--- src/rtl/spi_master_arbiter.sv ---
// Round-robin arbiter sharing one spi_master among NUM_REQ requesters, one frame per grant.
// Define SPI_ARB_TIMEOUT_EN to abort a launch that never sees cs fall (err pulse, no done).
module spi_master_arbiter #(
    parameter int NUM_REQ     = 4,
    parameter int DW          = 12,
    parameter int TIMEOUT_CYC = 256
) (
    input  logic                  clk,
    input  logic                  rst,
    input  logic [NUM_REQ-1:0]    req,
    input  logic [NUM_REQ*DW-1:0] req_din,
    output logic [NUM_REQ-1:0]    gnt,
    output logic [NUM_REQ-1:0]    done,
    output logic [NUM_REQ-1:0]    err,
    output logic                  new_data,
    output logic [DW-1:0]         din,
    input  logic                  cs
);

    localparam int PW = $clog2(NUM_REQ);

    typedef enum logic [1:0] {
        S_IDLE,
        S_LAUNCH,
        S_BUSY,
        S_DONE
    } state_t;

    state_t               r_state;
    state_t               w_next;
    logic                 r_cs_q;
    logic [PW-1:0]        r_rr_ptr;
    logic [PW-1:0]        r_sel;
    logic [PW-1:0]        w_pick;
    logic [PW-1:0]        w_sel_inc;
    logic                 w_found;
    logic                 w_timeout;
    logic [NUM_REQ-1:0]   r_gnt;
    logic [NUM_REQ-1:0]   r_done;
    logic                 r_new_data;
    logic [DW-1:0]        r_din;

    // Scan downwards so the requester closest to rr_ptr is assigned last and wins.
    always_comb begin
        w_pick  = '0;
        w_found = |req;
        for (int k = NUM_REQ - 1; k >= 0; k--) begin
            if (req[(int'(r_rr_ptr) + k) % NUM_REQ]) begin
                w_pick = PW'((int'(r_rr_ptr) + k) % NUM_REQ);
            end
        end
    end

    assign w_sel_inc = (r_sel == PW'(NUM_REQ - 1)) ? '0 : r_sel + 1'b1;

    always_ff @(posedge clk or negedge rst) begin
        if (!rst) begin
            r_state <= S_IDLE;
        end else begin
            r_state <= w_next;
        end
    end

    always_comb begin
        w_next = r_state;
        unique case (r_state)
            S_IDLE: begin
                if (w_found && r_cs_q) w_next = S_LAUNCH;
            end
            S_LAUNCH: begin
                if (!r_cs_q)        w_next = S_BUSY;
                else if (w_timeout) w_next = S_IDLE;
            end
            S_BUSY: begin
                if (r_cs_q) w_next = S_DONE;
            end
            S_DONE: begin
                w_next = S_IDLE;
            end
            default: w_next = S_IDLE;
        endcase
    end

    always_ff @(posedge clk or negedge rst) begin
        if (!rst) begin
            r_cs_q     <= 1'b1;
            r_rr_ptr   <= '0;
            r_sel      <= '0;
            r_gnt      <= '0;
            r_done     <= '0;
            r_new_data <= 1'b0;
            r_din      <= '0;
        end else begin
            r_cs_q <= cs;
            r_done <= '0;
            unique case (r_state)
                S_IDLE: begin
                    if (w_found && r_cs_q) begin
                        r_sel      <= w_pick;
                        r_gnt      <= NUM_REQ'(1) << w_pick;
                        r_din      <= req_din[int'(w_pick)*DW +: DW];
                        r_new_data <= 1'b1;
                    end
                end
                S_LAUNCH: begin
                    if (!r_cs_q) begin
                        r_new_data <= 1'b0;
                    end else if (w_timeout) begin
                        r_new_data <= 1'b0;
                        r_gnt      <= '0;
                        r_rr_ptr   <= w_sel_inc;
                    end
                end
                S_BUSY: begin
                    if (r_cs_q) r_done <= r_gnt;
                end
                S_DONE: begin
                    r_gnt    <= '0;
                    r_rr_ptr <= w_sel_inc;
                end
                default: ;
            endcase
        end
    end

`ifdef SPI_ARB_TIMEOUT_EN
    localparam int TW = $clog2(TIMEOUT_CYC + 1);

    logic [TW-1:0]      r_timer;
    logic [NUM_REQ-1:0] r_err;

    // Timer idles at zero outside LAUNCH, so every launch starts a fresh count.
    always_ff @(posedge clk or negedge rst) begin
        if (!rst) begin
            r_timer <= '0;
            r_err   <= '0;
        end else begin
            r_err <= '0;
            if (r_state != S_LAUNCH) begin
                r_timer <= '0;
            end else begin
                r_timer <= r_timer + 1'b1;
                if (w_timeout) r_err <= r_gnt;
            end
        end
    end

    assign w_timeout = (r_state == S_LAUNCH) && r_cs_q &&
                       (r_timer == TW'(TIMEOUT_CYC - 1));
    assign err       = r_err;
`else
    assign w_timeout = 1'b0 && (TIMEOUT_CYC > 0);
    assign err       = '0;
`endif

    assign gnt      = r_gnt;
    assign done     = r_done;
    assign new_data = r_new_data;
    assign din      = r_din;

endmodule

--- config.mk ---
export PLATFORM = sky130hd
export DESIGN_NAME = spi_master_arbiter
export DESIGN_NICKNAME = d
export VERILOG_FILES = /design/src/rtl/spi_master_arbiter.sv
export SDC_FILE = /design/constraint.sdc
export NUM_CORES = 1
export LEC_CHECK = 0
export ABC_AREA = 1
export CAP_MARGIN = 20
export CORE_ASPECT_RATIO = 1.25
export CORE_MARGIN = 3
export CORE_UTILIZATION = 45
export CTS_BUF_LIST = sky130_fd_sc_hd__clkbuf_4
export CTS_CLUSTER_DIAMETER = 200
export CTS_CLUSTER_SIZE = 16
export DETAILED_ROUTE_END_ITERATION = 7
export PLACE_DENSITY = 0.89
export SYNTH_ARGS = -nofsm -noshare
export SYNTH_HDL_FRONTEND = slang
export SYNTH_SLANG_ARGS = --single-unit
--- constraint.sdc ---
create_clock -name clk -period 2.93 [get_ports clk]
set_input_delay 0.293 -clock clk [delete_from_list [all_inputs] [get_ports clk]]
set_output_delay 0.293 -clock clk [all_outputs]
set_load 0.01 [all_outputs]
Run 1, signal metal coverage by tile:
The die is cut into 13 by 16 equal tiles; dark blue is low, red is high, scaled to the fullest tile. Values are wire area over tile area, all layers added.
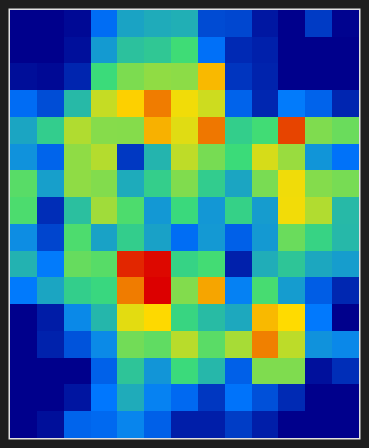
The mean over all tiles is 0.15. The fullest tile reaches 0.42. The emptiest ninth of the die: lower left. 14% of the tiles are nearly empty. 31% of the tiles are over half the peak.

Run 1, sequential cells coloured by netlist name:
Bar = 20 um. Other sequential cells in the stronger grey, the rest of the logic in the fainter grey.
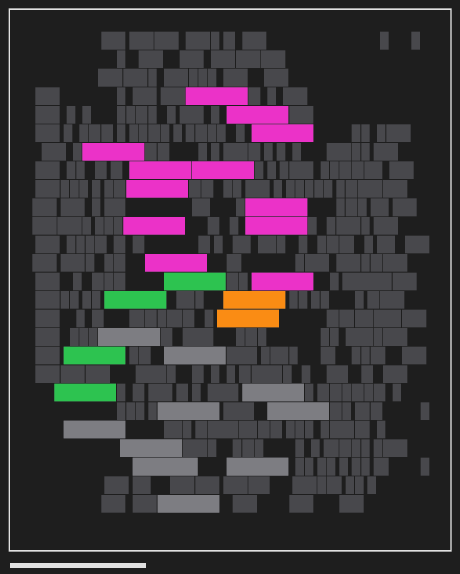
Key: green = `gnt` [placed flops 4, where middle left]; orange = `r_sel` [placed flops 2]; magenta = `din` [placed flops 12]
Another 10 sequential cells are not coloured.

==> ci_impl_report.md, run 1 <==
## Implementation flow summary

| Metric | Value |
|---|---|
| Total leakage power | 1.40 nW |
| Fraction of the core area covered by cells at the end of the flow | 0.659 |
| Number of multi-input combinational cells | 204 |
| Netlist area before placement | 1930 sq um |
| Cell count listed in synth_stat.txt | 280 |
| Number of failing hold endpoints at the final stage | 0 |
| Slowest cell delay on critical path | 630 ps |
| WL final | 4810 um |
| Pin count of the biggest net entering global routing | 29 |
| Syn Inst Count | 280 |
| Number of antenna diodes | 0 |
| Transition time of the tightest slew-check pin | 495 ps |
| Register fraction of the total cell area | 0.258 |
| Reg-to-reg startpoint | r_rr_ptr[0] |
| Unrepaired setup endpoints after global routing | no |
| Most numerous cell types in the synthesized netlist | sky130_fd_sc_hd__nand2_1 (108), sky130_fd_sc_hd__nand3_1 (42), sky130_fd_sc_hd__inv_1 (35) |
| Max FFs per register | 12 |
| CP Depth | 10 |
| GR met3 Demand/Resource | 0.0283 |
| Area fraction of clock buffers and clock inverters | 0.00965 |
| Placed Instances | 405 |
| Tool Warnings | 31 |
| Number of violations reported at the end of detailed-routing iteration 0 | 121 |
| Avg WL per Cell | 11.8 um |
| Largest buffer count on any clock path | 2 |
| Sum of internal, switching and leakage power | 2.55 mW |
| Simple-gate share of the synthesized area | 0.410 |
| Peak supply drop | 539 uV |
| Worst Path Max Fanout | 11 |
| Number of endpoints failing setup at the final stage | 0 |
| Worst-path clk slew | 150 ps |
| Total half-perimeter wirelength after legalization and detailed placement | 3770 um |
| Worst Hold Slack | 312 ps |
| Seq. cell area | 702 sq um |
| Top power group | combinational logic |
| Total number of vias | 1,950 |
| Critical Path End Type | flip-flop |
| Chip Footprint | 5130 sq um |
| Number of unique standard cell types used by synthesis | 29 |
| Clock period minus worst slack | 2190 ps |
| Number of cells on the worst reg-to-reg path | 10 |
| Kind of critical path | flip-flop to flip-flop |
| Hold-fix buffer count after cts | 0 |
| Largest non-sequential cell family by area | simple AND/OR/NAND/NOR gates |
| Worst setup slack for register-to-register paths | 740 ps |
| Yosys stat chip area | 1930 sq um |
| Run status | finished, final reports clean |
| Area share of fa/ha/maj cells after synthesis | 0.0453 |
| Endpoint of the worst register-to-register path | din[11] |
| Buffers on Ports | 75 |
| Power per unit of standard cell area | 936 nW/um^2 |
| Initial Util | 0.468 |
| Largest area contributor in the synthesized netlist | sky130_fd_sc_hd__dfrtp_1 |
| DR DRC count | 0 |
| Required arrival time at the worst endpoint | 3210 ps |
| Critical path launch point type | flip-flop |
| NumNets Final | 416 |
| Flip-flops | 28 |
| Async set or reset register ratio after synthesis | 1.00 |
| Insertion Delay late pin | 330 ps |
| Maximum clock frequency | 457 MHz |
| Cell internal pwr | 1.27 mW |
| Portion of synthesized cell area occupied by the leading cell type | 0.349 |
| Clock network fraction of design power | 0.064 |
| Core region area | 4130 sq um |
| Ys flop type | sky130_fd_sc_hd__dfrtp_1 |
| Worst slew margin relative to its limit | 0.667 |
| GR Layer Usage met1 | 0.235 |
| Tapcells inserted | 56 |
| Number of H-tree levels | 1 |
| Largest class | logic gates |
| Crit-path leading delay family | simple AND/OR/NAND/NOR gates |
| Flip-flops with a built-in enable | 0 |
| Global routing met2 resource utilization | 0.355 |
| Clock net power | 0.162 mW |
| Clk_buf instances | 3 |
| CTS tree | done |
| Post-place instance area | 2700 sq um |
| Count of standard-cell rows | 26 |
| Pre-CTS WS | 783 ps |
| Slowest stage cell on the critical path | sky130_fd_sc_hd__dfrtp_1 |
| Number of max-cap violations | 0 |
| Yosys warns | 0 |
| Xor and xnor fraction of the mapped netlist area | 0 |
| First-pass GRT wire length | 8160 um |
| Switching power total | 1.28 mW |
| Critical Path End | din[11] |
| Sequential cell power | 0.662 mW |
| Detailed-routed wire length on met2 | 2510 um |
| Clk_skew | 1.89 ps |
| Most frequent logic cells in the routed design | sky130_fd_sc_hd__nand2_1 (108), sky130_fd_sc_hd__clkdlybuf4s50_1 (75), sky130_fd_sc_hd__nand3_1 (42) |
| Total of flip-flops plus latches after synthesis | 28 |
| Detailed-routing wirelength on met1 | 1980 um |
| Number of inverters outside the clock class in the layout | 39 |
| Fillers | 368 |
| Commonest non-fill, non-tap cell in the layout | sky130_fd_sc_hd__nand2_1 |
| Final worst slack | 743 ps |
| Fraction of layout instances using a drive strength above 1 | 0.0737 |
| Final cell count without fillers | 409 |
| Combinational share of power | 0.677 |
| Total negative setup slack | 0 ps |
| Die outline height | 79.3 um |
| Proportion of power drawn by flip-flops and latches | 0.260 |
| Aggregate global-route resource usage | 0.196 |
| Root buffer cell | sky130_fd_sc_hd__clkbuf_4 |
| Number of pins with negative max-slew slack in the final report | 0 |
| Drt first pass iters | 5 |
| Per-cell via count in the routed design | 4.77 |
| Switching share of power | 0.501 |
| Via count of the first global-routing pass | 1,911 |
| Largest cells by area after synthesis | sky130_fd_sc_hd__dfrtp_1 (35%), sky130_fd_sc_hd__nand2_1 (21%), sky130_fd_sc_hd__nand3_1 (11%), sky130_fd_sc_hd__inv_1 (6.8%), sky130_fd_sc_hd__ha_1 (4.5%) |
| Number of routed nets with antenna violations | 0 |
| Number of sinks handled by clock tree synthesis | 28 |
| Final RePlAce weighted congestion | 0.797 |
| Post-cts gate resize count | 0 |
| Data buffer area share | 0.284 |
| Comb. cell area | 1000 sq um |
| Layer with the highest usage after global routing | met2 |
| Multiplexer share of the synthesized area | 0 |
| Uppermost layer routed | met4 |
| Antenna violations before repair | 0 |
Run 1, sizing map:
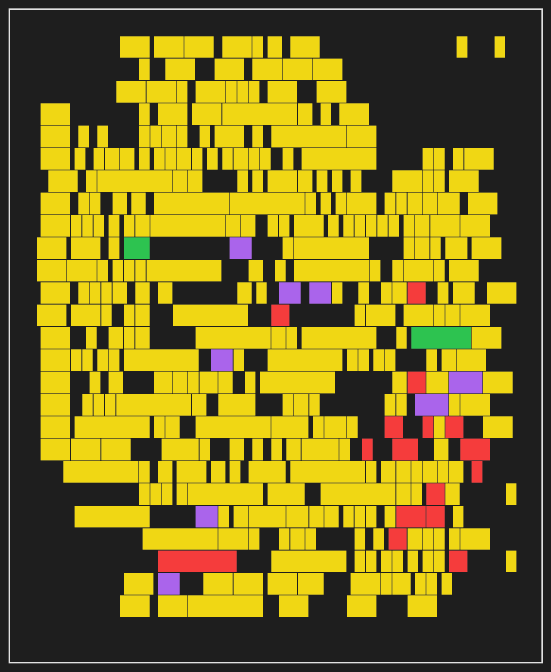
Key: yellow = drive 1 or less [cells 327, share 93%, most used nand2_1]; purple = drive 3 to 4 [cells 8, share 2.3%]; red = drive 2 [cells 16, share 4.5%, most used nand2_2]; green = drive 6 and up [cells 2, share 0.57%]
area of all placed cells without fillers: 2720 sq um
synth-to-layout area growth: 40.8%

## Run 2: what changed since run 1
--- a/config.mk
+++ b/config.mk
@@ -9,12 +9,12 @@
 export CAP_MARGIN = 20
 export CORE_ASPECT_RATIO = 1.25
 export CORE_MARGIN = 3
-export CORE_UTILIZATION = 45
+export CORE_UTILIZATION = 40
 export CTS_BUF_LIST = sky130_fd_sc_hd__clkbuf_4
 export CTS_CLUSTER_DIAMETER = 200
 export CTS_CLUSTER_SIZE = 16
 export DETAILED_ROUTE_END_ITERATION = 7
-export PLACE_DENSITY = 0.89
+export PLACE_DENSITY = 0.84
 export SYNTH_ARGS = -nofsm -noshare
 export SYNTH_HDL_FRONTEND = slang
 export SYNTH_SLANG_ARGS = --single-unit
==> constraint.sdc (replaced) <==
create_clock -name clk -period 2 [get_ports clk]
set_input_delay 0.2 -clock clk [delete_from_list [all_inputs] [get_ports clk]]
set_output_delay 0.2 -clock clk [all_outputs]
set_load 0.01 [all_outputs]
==> run 2 against run 1 <==
Global-route usage shrank 2.6 points. Flip-flop count is the same. Maximum frequency grew 17%. Power increased by 52%. Synthesized cell count did not move. Non-clock buffer count grew 3. Clock-buffer cell count unchanged. Largest power group unchanged. Sequential power rose by 43%. Clock skew is 1.6 ps higher.
==> ci_impl_report.md, run 2 <==
## Implementation flow summary

| Metric | Value |
|---|---|
| Run status | finished, final reports clean |
| DR DRC count | 0 |
| Worst setup slack for register-to-register paths | 140 ps |
| Number of routed nets with antenna violations | 0 |
| Simple-gate share of the synthesized area | 0.410 |
| Post-place instance area | 2740 sq um |
| Placed Instances | 410 |
| Total of flip-flops plus latches after synthesis | 28 |
| Portion of synthesized cell area occupied by the leading cell type | 0.349 |
| Layer with the highest usage after global routing | met2 |
| Yosys warns | 0 |
| Area fraction of clock buffers and clock inverters | 0.00944 |
| Worst Path Max Fanout | 27 |
| Switching share of power | 0.492 |
| Largest cells by area after synthesis | sky130_fd_sc_hd__dfrtp_1 (35%), sky130_fd_sc_hd__nand2_1 (21%), sky130_fd_sc_hd__nand3_1 (11%), sky130_fd_sc_hd__inv_1 (6.8%), sky130_fd_sc_hd__ha_1 (4.5%) |
| Multiplexer share of the synthesized area | 0 |
| Comb. cell area | 1020 sq um |
| Netlist area before placement | 1930 sq um |
| Drt first pass iters | 4 |
| Number of multi-input combinational cells | 204 |
| Critical Path End | din[4] |
| Number of failing hold endpoints at the final stage | 0 |
| Clk_skew | 3.45 ps |
| Combinational share of power | 0.696 |
| Slowest stage cell on the critical path | sky130_fd_sc_hd__dfrtp_2 |
| Critical Path End Type | flip-flop |
| Critical path launch point type | flip-flop |
| Reg-to-reg startpoint | r_rr_ptr[0] |
| Clock period minus worst slack | 1860 ps |
| NumNets Final | 419 |
| CP Depth | 13 |
| Cell count listed in synth_stat.txt | 280 |
| Proportion of power drawn by flip-flops and latches | 0.244 |
| Number of sinks handled by clock tree synthesis | 28 |
| Endpoint of the worst register-to-register path | din[4] |
| Top power group | combinational logic |
| Chip Footprint | 5710 sq um |
| Flip-flops with a built-in enable | 0 |
| Hold-fix buffer count after cts | 0 |
| Required arrival time at the worst endpoint | 2230 ps |
| Switching power total | 1.91 mW |
| Peak supply drop | 599 uV |
| Async set or reset register ratio after synthesis | 1.00 |
| Tapcells inserted | 58 |
| Clk_buf instances | 3 |
| Number of H-tree levels | 1 |
| Number of endpoints failing setup at the final stage | 0 |
| Clock network fraction of design power | 0.060 |
| Die outline height | 83.8 um |
| Largest area contributor in the synthesized netlist | sky130_fd_sc_hd__dfrtp_1 |
| Yosys stat chip area | 1930 sq um |
| Pin count of the biggest net entering global routing | 29 |
| Via count of the first global-routing pass | 1,851 |
| Initial Util | 0.427 |
| Final worst slack | 137 ps |
| Avg WL per Cell | 11.7 um |
| Pre-CTS WS | -6.83 ps |
| Largest buffer count on any clock path | 2 |
| Xor and xnor fraction of the mapped netlist area | 0 |
| Max FFs per register | 12 |
| Global routing met2 resource utilization | 0.289 |
| Ys flop type | sky130_fd_sc_hd__dfrtp_1 |
| First-pass GRT wire length | 7780 um |
| GR Layer Usage met1 | 0.205 |
| Number of max-cap violations | 0 |
| Aggregate global-route resource usage | 0.170 |
| Clock net power | 0.233 mW |
| Most frequent logic cells in the routed design | sky130_fd_sc_hd__nand2_1 (108), sky130_fd_sc_hd__clkdlybuf4s50_1 (75), sky130_fd_sc_hd__nand3_1 (40) |
| Detailed-routing wirelength on met1 | 2020 um |
| Worst Hold Slack | 224 ps |
| Register fraction of the total cell area | 0.253 |
| Worst-path clk slew | 140 ps |
| Syn Inst Count | 280 |
| Data buffer area share | 0.290 |
| Power per unit of standard cell area | 1400 nW/um^2 |
| Commonest non-fill, non-tap cell in the layout | sky130_fd_sc_hd__nand2_1 |
| Number of inverters outside the clock class in the layout | 39 |
| Maximum clock frequency | 537 MHz |
| GR met3 Demand/Resource | 0.0310 |
| Area share of fa/ha/maj cells after synthesis | 0.0453 |
| Transition time of the tightest slew-check pin | 514 ps |
| Number of unique standard cell types used by synthesis | 29 |
| Number of cells on the worst reg-to-reg path | 13 |
| Final RePlAce weighted congestion | 0.794 |
| Slowest cell delay on critical path | 490 ps |
| Tool Warnings | 31 |
| Sum of internal, switching and leakage power | 3.89 mW |
| Per-cell via count in the routed design | 4.79 |
| Number of violations reported at the end of detailed-routing iteration 0 | 95 |
| Fillers | 421 |
| Insertion Delay late pin | 320 ps |
| Total number of vias | 1,983 |
| WL final | 4820 um |
| Flip-flops | 28 |
| Total leakage power | 1.42 nW |
| Final cell count without fillers | 414 |
Run 2, clock distribution:
Bar = 20 um.
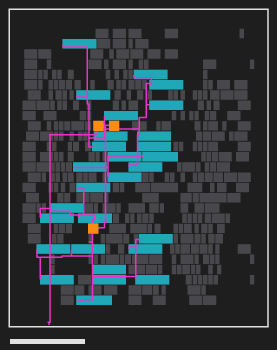
Key: orange = cells driving clock nets [count 3]; magenta = clock wires [length 323 um]; cyan = flip-flops [count 28]
There are 4 routed clock nets.

Run 2, sequential cells coloured by netlist name:
Bar = 20 um. Other sequential cells in the stronger grey, the rest of the logic in the fainter grey.
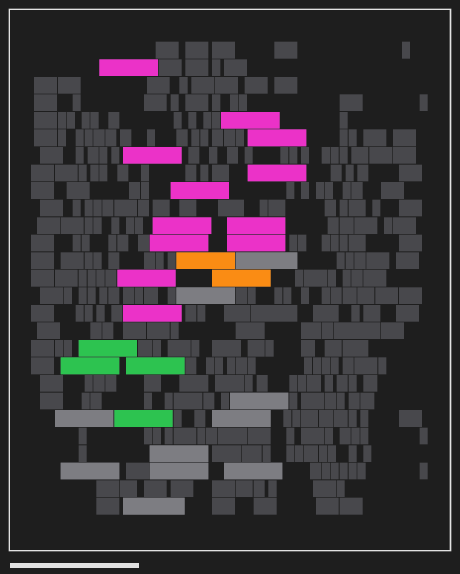
Key: orange = `r_sel` [placed flops 2]; green = `gnt` [placed flops 4]; magenta = `din` [placed flops 12]
Another 10 sequential cells are not coloured.
Seq. cell area: 703 sq um
fraction of the core area covered by cells at the end of the flow: 0.615
sequential cell power: 0.949 mW

Run 2, sizing map:
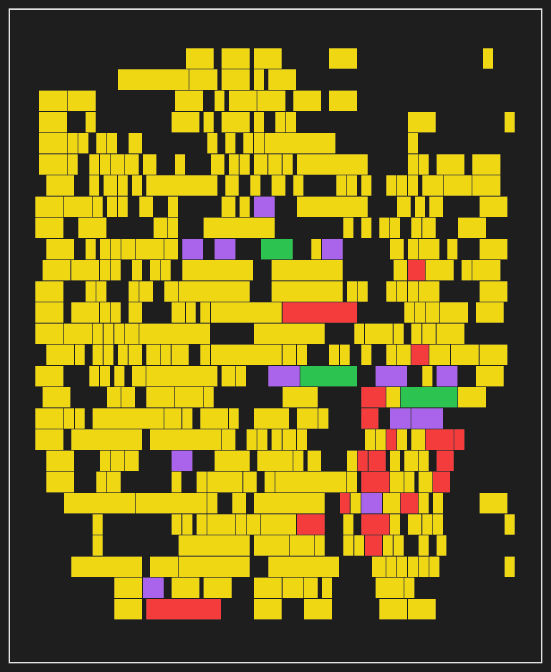
Key: green = drive 6 and up [cells 3, share 0.84%]; purple = drive 3 to 4 [cells 12, share 3.4%, most used buf_4]; red = drive 2 [cells 19, share 5.3%, most used nand2_2]; yellow = drive 1 or less [cells 322, share 90%, most used nand2_1]
synth-to-layout area growth: 43.9%
area of all placed cells without fillers: 2780 sq um
buffers outside the clock class: 81

## Run 3: what changed since run 2
--- a/config.mk
+++ b/config.mk
@@ -9,12 +9,12 @@
 export CAP_MARGIN = 20
 export CORE_ASPECT_RATIO = 1.25
 export CORE_MARGIN = 3
-export CORE_UTILIZATION = 40
+export CORE_UTILIZATION = 45
 export CTS_BUF_LIST = sky130_fd_sc_hd__clkbuf_4
 export CTS_CLUSTER_DIAMETER = 200
 export CTS_CLUSTER_SIZE = 16
 export DETAILED_ROUTE_END_ITERATION = 7
-export PLACE_DENSITY = 0.84
+export PLACE_DENSITY = 0.89
 export SYNTH_ARGS = -nofsm -noshare
 export SYNTH_HDL_FRONTEND = slang
 export SYNTH_SLANG_ARGS = --single-unit
==> constraint.sdc (replaced) <==
create_clock -name clk -period 2.2 [get_ports clk]
set_input_delay 0.22 -clock clk [delete_from_list [all_inputs] [get_ports clk]]
set_output_delay 0.22 -clock clk [all_outputs]
set_load 0.01 [all_outputs]
==> run 3 against run 2 <==
Sequential share of layout area up 0.39 points. Maximum frequency down 5.2%. Combinational power down 14%. Synthesized cell count stayed put. Clock-buffer cell count is the same. Core utilization rose by 4.7 points. Area after synthesis unchanged. Critical endpoint is now gnt[3]. Largest power group unchanged. Highest routed layer unchanged.
==> ci_impl_report.md, run 3 <==
## Implementation flow summary

| Metric | Value |
|---|---|
| Sum of internal, switching and leakage power | 3.40 mW |
| Transition time of the tightest slew-check pin | 513 ps |
| Peak supply drop | 749 uV |
| Synth-to-layout area growth | 41.5% |
| Crit-path leading delay family | AND-OR/OR-AND gates |
| Netlist area before placement | 1930 sq um |
| Die outline height | 79.3 um |
| Final RePlAce weighted congestion | 0.809 |
| Clk_buf instances | 3 |
| Multiplexer share of the synthesized area | 0 |
| Number of H-tree levels | 1 |
| Cell internal pwr | 1.71 mW |
| Pin count of the biggest net entering global routing | 29 |
| CTS tree | done |
| Tapcells inserted | 56 |
| Total number of vias | 1,965 |
| Chip Footprint | 5130 sq um |
| CP Depth | 10 |
| Critical Path End Type | flip-flop |
| Required arrival time at the worst endpoint | 2450 ps |
| Worst Hold Slack | 234 ps |
| Per-cell via count in the routed design | 4.79 |
| Number of routed nets with antenna violations | 0 |
| Number of multi-input combinational cells | 204 |
| Global routing met2 resource utilization | 0.357 |
| Switching share of power | 0.498 |
| Critical Path End | gnt[3] |
| Initial Util | 0.468 |
| Worst Path Max Fanout | 10 |
| Clock period minus worst slack | 1970 ps |
| Antenna violations before repair | 0 |
| Number of unique standard cell types used by synthesis | 29 |
| Worst-path clk slew | 140 ps |
| Largest cells by area after synthesis | sky130_fd_sc_hd__dfrtp_1 (35%), sky130_fd_sc_hd__nand2_1 (21%), sky130_fd_sc_hd__nand3_1 (11%), sky130_fd_sc_hd__inv_1 (6.8%), sky130_fd_sc_hd__ha_1 (4.5%) |
| Number of failing hold endpoints at the final stage | 0 |
| Flip-flops with a built-in enable | 0 |
| Total half-perimeter wirelength after legalization and detailed placement | 3800 um |
| Data buffer area share | 0.285 |
| Area fraction of clock buffers and clock inverters | 0.00960 |
| Buffers on Ports | 75 |
| Yosys stat chip area | 1930 sq um |
| Combinational share of power | 0.685 |
| Number of cells on the worst reg-to-reg path | 10 |
| Number of violations reported at the end of detailed-routing iteration 0 | 77 |
| Most numerous cell types in the synthesized netlist | sky130_fd_sc_hd__nand2_1 (108), sky130_fd_sc_hd__nand3_1 (42), sky130_fd_sc_hd__inv_1 (35) |
| Post-place instance area | 2710 sq um |
| Clk_skew | 7.06 ps |
| Number of max-cap violations | 0 |
| Simple-gate share of the synthesized area | 0.410 |
| DR DRC count | 0 |
| Avg WL per Cell | 11.6 um |
| Placed Instances | 406 |
| Number of endpoints failing setup at the final stage | 0 |
| Pre-CTS WS | 165 ps |
| Run status | finished, final reports clean |
| Reg-to-reg startpoint | r_rr_ptr[0] |
| Worst setup slack for register-to-register paths | 230 ps |
| Largest area contributor in the synthesized netlist | sky130_fd_sc_hd__dfrtp_1 |
| Largest class | logic gates |
| Drt first pass iters | 4 |
| Slowest cell delay on critical path | 490 ps |
| Number of sinks handled by clock tree synthesis | 28 |
| Ys flop type | sky130_fd_sc_hd__dfrtp_1 |
| Uppermost layer routed | met4 |
| Xor and xnor fraction of the mapped netlist area | 0 |
| Number of inverters outside the clock class in the layout | 39 |
| Commonest non-fill, non-tap cell in the layout | sky130_fd_sc_hd__nand2_1 |
| Number of antenna diodes | 0 |
| Kind of critical path | flip-flop to flip-flop |
| Final worst slack | 234 ps |
| Total leakage power | 1.41 nW |
| Switching power total | 1.69 mW |
| GR Layer Usage met1 | 0.227 |
| Top power group | combinational logic |
| Area share of fa/ha/maj cells after synthesis | 0.0453 |
| Number of pins with negative max-slew slack in the final report | 0 |
| Detailed-routed wire length on met2 | 2510 um |
| Total of flip-flops plus latches after synthesis | 28 |
Run 3, signal metal coverage by tile:
The die is cut into 13 by 16 equal tiles; dark blue is low, red is high, scaled to the fullest tile. Values are wire area over tile area, all layers added.
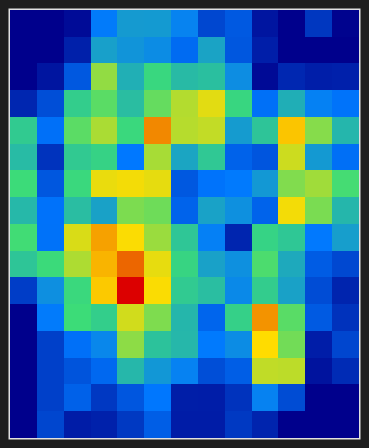
22% of the tiles are over half the peak. The fullest tile reaches 0.45. The mean over all tiles is 0.15. 9.6% of the tiles are nearly empty.

Run 3, cell placement:
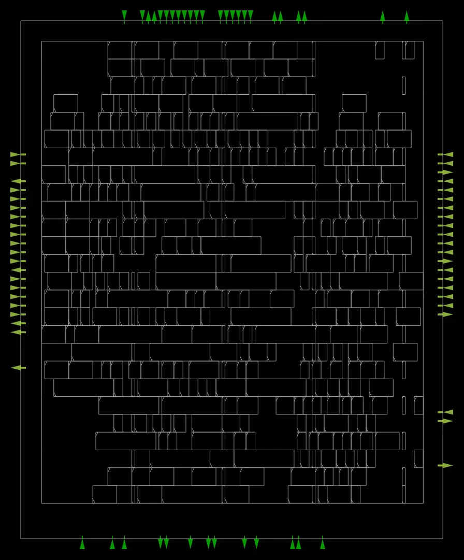
core region area: 4130 sq um
fraction of the core area covered by cells at the end of the flow: 0.662
flip-flops: 28
fillers: 383
count of standard-cell rows: 26

Run 3, sequential cells coloured by netlist name:
Bar = 20 um. Other sequential cells in the stronger grey, the rest of the logic in the fainter grey.
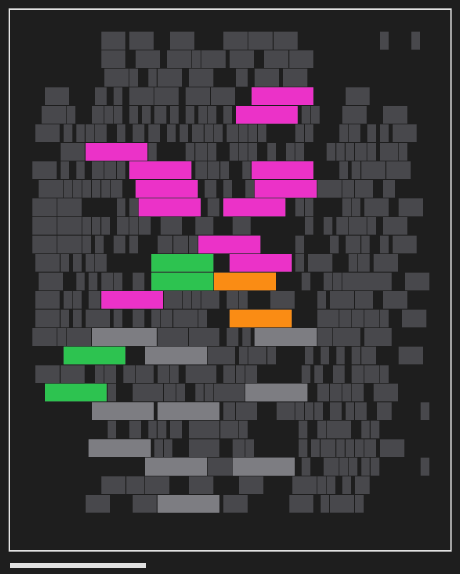
Key: magenta = `din` [placed flops 12]; green = `gnt` [placed flops 4]; orange = `r_sel` [placed flops 2]
Another 10 sequential cells are not coloured.
Seq. cell area: 702 sq um
sequential cell power: 0.860 mW
register fraction of the total cell area: 0.257

No activity file was given, so power comes from the tool's default toggle rates.
